==> config.mk <==
export PLATFORM = sky130hd
export DESIGN_NAME = text_pixel_pipeline
export DESIGN_NICKNAME = d
export VERILOG_FILES = /design/src/rtl/text_pixel_pipeline.sv
export SDC_FILE = /design/constraint.sdc
export NUM_CORES = 1
export LEC_CHECK = 0
export ABC_AREA = 1
export CORE_MARGIN = 2
export CORE_UTILIZATION = 45
export DETAILED_ROUTE_END_ITERATION = 7
export PLACE_DENSITY = 0.83
export SKIP_LAST_GASP = 1
export SLEW_MARGIN = 20
export SYNTH_ARGS = -nofsm -noshare
export SYNTH_HDL_FRONTEND = slang
export SYNTH_SLANG_ARGS = --single-unit
==> constraint.sdc <==
create_clock -name clk -period 6 [get_ports clk]
set_input_delay 1.5 -clock clk [delete_from_list [all_inputs] [get_ports clk]]
set_output_delay 1.5 -clock clk [all_outputs]
set_load 0.1 [all_outputs]
Figure 1. Wires at chosen ports, followed through buffers (run 1).
(6 px per micron)
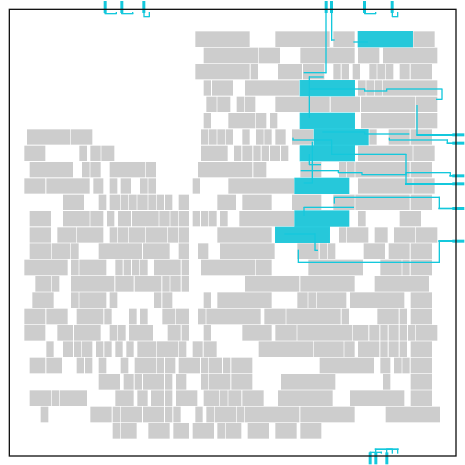
Key: cyan = tb_data [direction input, end cells 8, buffers 8, wire 259 microns]
# port buffers: 81
I/O pin cnt: 98

Figure 2. Cell placement (run 1).
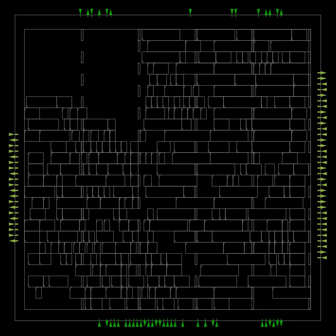
fillers: 349
Finished Layout Cells: 393
fraction of area in registers: 35.4%

Figure 3. Metal layers overlaid (run 1).
(4 px per micron) Only two layers are drawn.
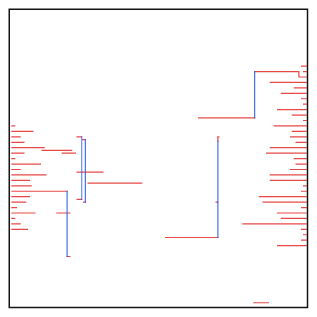
Key: red = met3 [wire length 331 microns]; blue = met4 [wire length 83.2 microns]
Post-Route WL: 4.57 mm
total number of vias: 1,839

Figure 4. Sequential cells grouped by signal name (run 1).
(8 px per micron)
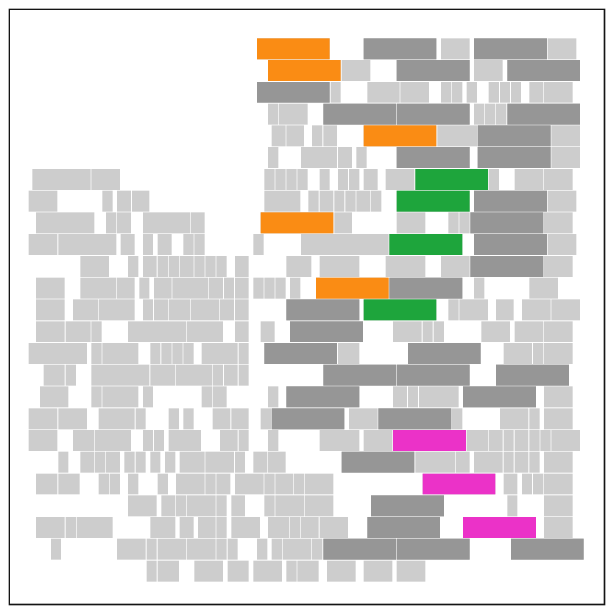
Key: green = fg_p2 [sequential cells 4]; orange = frame_cnt [sequential cells 5, where top centre]; magenta = px_p2 [sequential cells 3]
Sequential Area: 1130 sq um
sequential power: 0.346 mW
Final Util: 67.4%

==> qor.yml, run 1 <==
run_status: "complete, no violations"
synth-compound-area-share_pct: 4.46
wl_met3_microns: 331
lay_top_count: "clkdlybuf4s50_1"
power.share.switching_pct: 31.3
largest_register_ffs: 5
min_path_type: "reg -> reg"
warnings: 26
gr-total-overflow: 0
hold_violations: 0
met3_usage_pct: 3.79
synthCells: 246
final.min_clock_period_ps: 5450
path_class: "in -> out"
yosys_cells: 246
finalMaxSlewViolations: 0
syn-cell-area_sq_um: 2220
drt-met1-wl_mm: 2.00
dieHeight_microns: 74.2
cts_buffers: 5
routed.top_layer: "met4"
ys_ff: 45
rsz0062_at_grt: "no"
crit_family: "adder cells"
ant_nets: 0
n_antenna_cell: 0
switchingPower_mw: 0.252
postSynthAreaPerCell_sq_um: 9.02
place_area_sq_um: 3060
busiest_layer: "met2"
comb_cell_power_mw: 0.228
finalSetupTns_ps: 0
drc: 0
wl_per_cell_microns: 11.6
slew_headroom_pct: 34.0
vdd_ir_drop_max_uv: 181
cts_resized: 0
mostFrequentLayoutCells: "clkdlybuf4s50_1, nand2_1, dfrtp_1"
powerDensity_nw_per_um2: 253
cts_sinks: 45
first_pass_iters: 4
synth_seq_share_pct: 50.8
antenna_found_initial: 0
[run 1: through the flow]
step | cells | util, % | setup WS (ps)
2_1_floorplan | 246 | - | 278
3_3_place_gp | 385 | 64.9 | 611
3_5_place_dp | 385 | 64.9 | 566
4_1_cts | 393 | 67.4 | 554
5_1_grt | 393 | 67.4 | 387
6_report | 393 | 67.4 | 550
[run 1: layout make-up]
class | instances | area, sq um | area share, %
sequential | 45 | 1130 | 35.4
multi-input combinational | 149 | 867 | 27.2
timing repair buffer | 81 | 826 | 25.9
inverter | 43 | 161 | 5.07
tap | 67 | 83.8 | 2.63
clock buffer | 6 | 82.6 | 2.59
clock inverter | 2 | 37.5 | 1.18
==> run 2, diff against run 1 <==
- CORE_UTILIZATION: 45 -> 42
- PLACE_DENSITY: 0.83 -> 0.8
- clock period: 6 -> 5.9 ns (I/O delays scaled with it)
Figure 5. Wiring heat map (run 2).
(4 px per micron) The die is cut into 15 by 15 equal tiles; dark blue is low, red is high, scaled to the fullest tile. Values are wire area over tile area, all layers added.
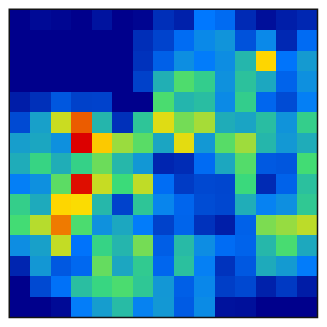
The densest ninth of the die: middle left. 16% of the tiles are over half the peak. 14% of the tiles are nearly empty. The emptiest ninth of the die: upper left.
Routed wire per std cell: 11.7 microns
total track usage: 16.5%

Figure 6. Metal layers overlaid (run 2).
(4 px per micron) Only two layers are drawn.
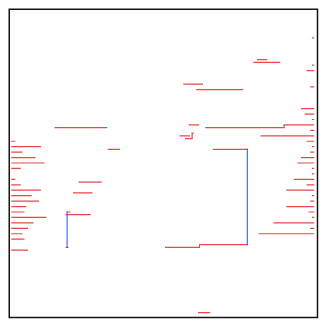
total number of vias: 1,823
Post-Route WL: 4.63 mm

==> run 2 against run 1 <==
  * Worst setup slack worse by 75 ps
  * Via count decreased by 0.87%
  * Clock skew increased by 2.4 ps
  * First-iteration DRC count is 19% lower
  * Flip-flop count stayed put
  * Final cell count grew 0.76%
  * Non-clock buffer count stayed put
  * Combinational power up 3%
==> qor.yml, run 2 <==
ff2ff_setup_slack_ps: 4390
portBuffers: 81
postSynthAreaPerCell_sq_um: 9.02
ys_ff: 45
synthCells: 246
path_cells: "clkdlybuf4s50_1, ha_1, ha_1, inv_1, fa_1, nor2_1, nand3_1, nor2_2, a21oi_1, nor2_1, buf_12"
syn-cell-area_sq_um: 2220
hold_violations: 0
warnings: 26
first_pass_iters: 4
run_status: "complete, no violations"
dieHeight_microns: 76.7
dpl_worst_slack_ps: 502
yosys_cells: 246
slew_headroom_pct: 33.4
finalSetupTns_ps: 0
synth_seq_share_pct: 50.8
drv_cap: 0
ant_nets: 0
final.min_clock_period_ps: 5420
ioPinCount: 98
synth-compound-area-share_pct: 4.46
powerDensity_nw_per_um2: 256
gr-total-overflow: 0
largest_register_ffs: 5
fillers: 430
top_cell_area_share_pct: 50.8
place_area_sq_um: 3070
cp.depth: 11
min_path_type: "reg -> reg"
cts_sinks: 45
finalMaxSlewViolations: 0
vdd_ir_drop_max_uv: 157
dpl.cell_count: 388
rr_worst_depth: 6
lay_top_count: "clkdlybuf4s50_1"
finalNonFillerCells: 396
regArea_sq_um: 1130
yosysMostFrequentCell: "nand2_1"
setup_slack_ps: 475
ys_sh_adder_pct: 9.14
mostFrequentLayoutCells: "clkdlybuf4s50_1, nand2_1, dfrtp_1"
antenna_found_initial: 0
n_antenna_cell: 0
cts_buffers: 5
cts_resized: 0
drc: 0
path_class: "in -> out"
crit_family: "adder cells"
Figure 7. Wires at chosen ports, followed through buffers (run 2).
(6 px per micron)
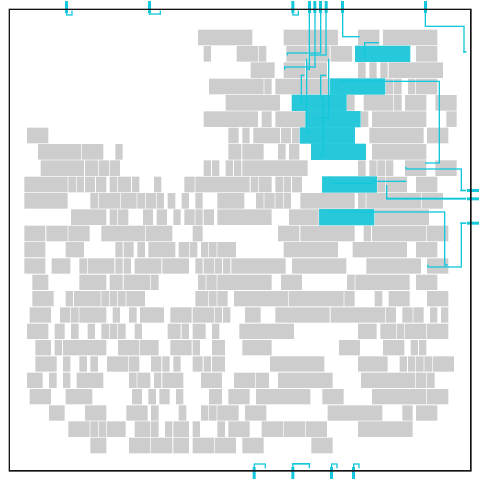

run 2: cell counts after synthesis:
No cell type changed its count.
run 2: cell type report:
class / count / share of cell area (%)
sequential: 45 / 35.4
multi-input combinational: 149 / 27.2
timing repair buffer: 81 / 25.9
inverter: 43 / 5.07
tap: 70 / 2.75
clock buffer: 5 / 2.16
clock inverter: 3 / 1.45
run 2: layer usage:
metal	wire length [microns]	global-route usage [%]	vias to the layer above	share of wire (%)
met1	1930	19.8	825	42
met3	284	4.71	4	6.1
met2	2380	29.3	82	51
met4	32	3.64	0	0.69
li1	-	-	912	-
met5	0	0	-	0
run 2: power breakdown:
part | leakage [nW] | internal (mW) | switching (mW)
combinational | 0.990 | 0.0896 | 0.145
sequential | 0.551 | 0.336 | 0.0155
clock | 0.0543 | 0.127 | 0.101
total | 1.60 | 0.552 | 0.262
Power is estimated from default activity; no workload was simulated.
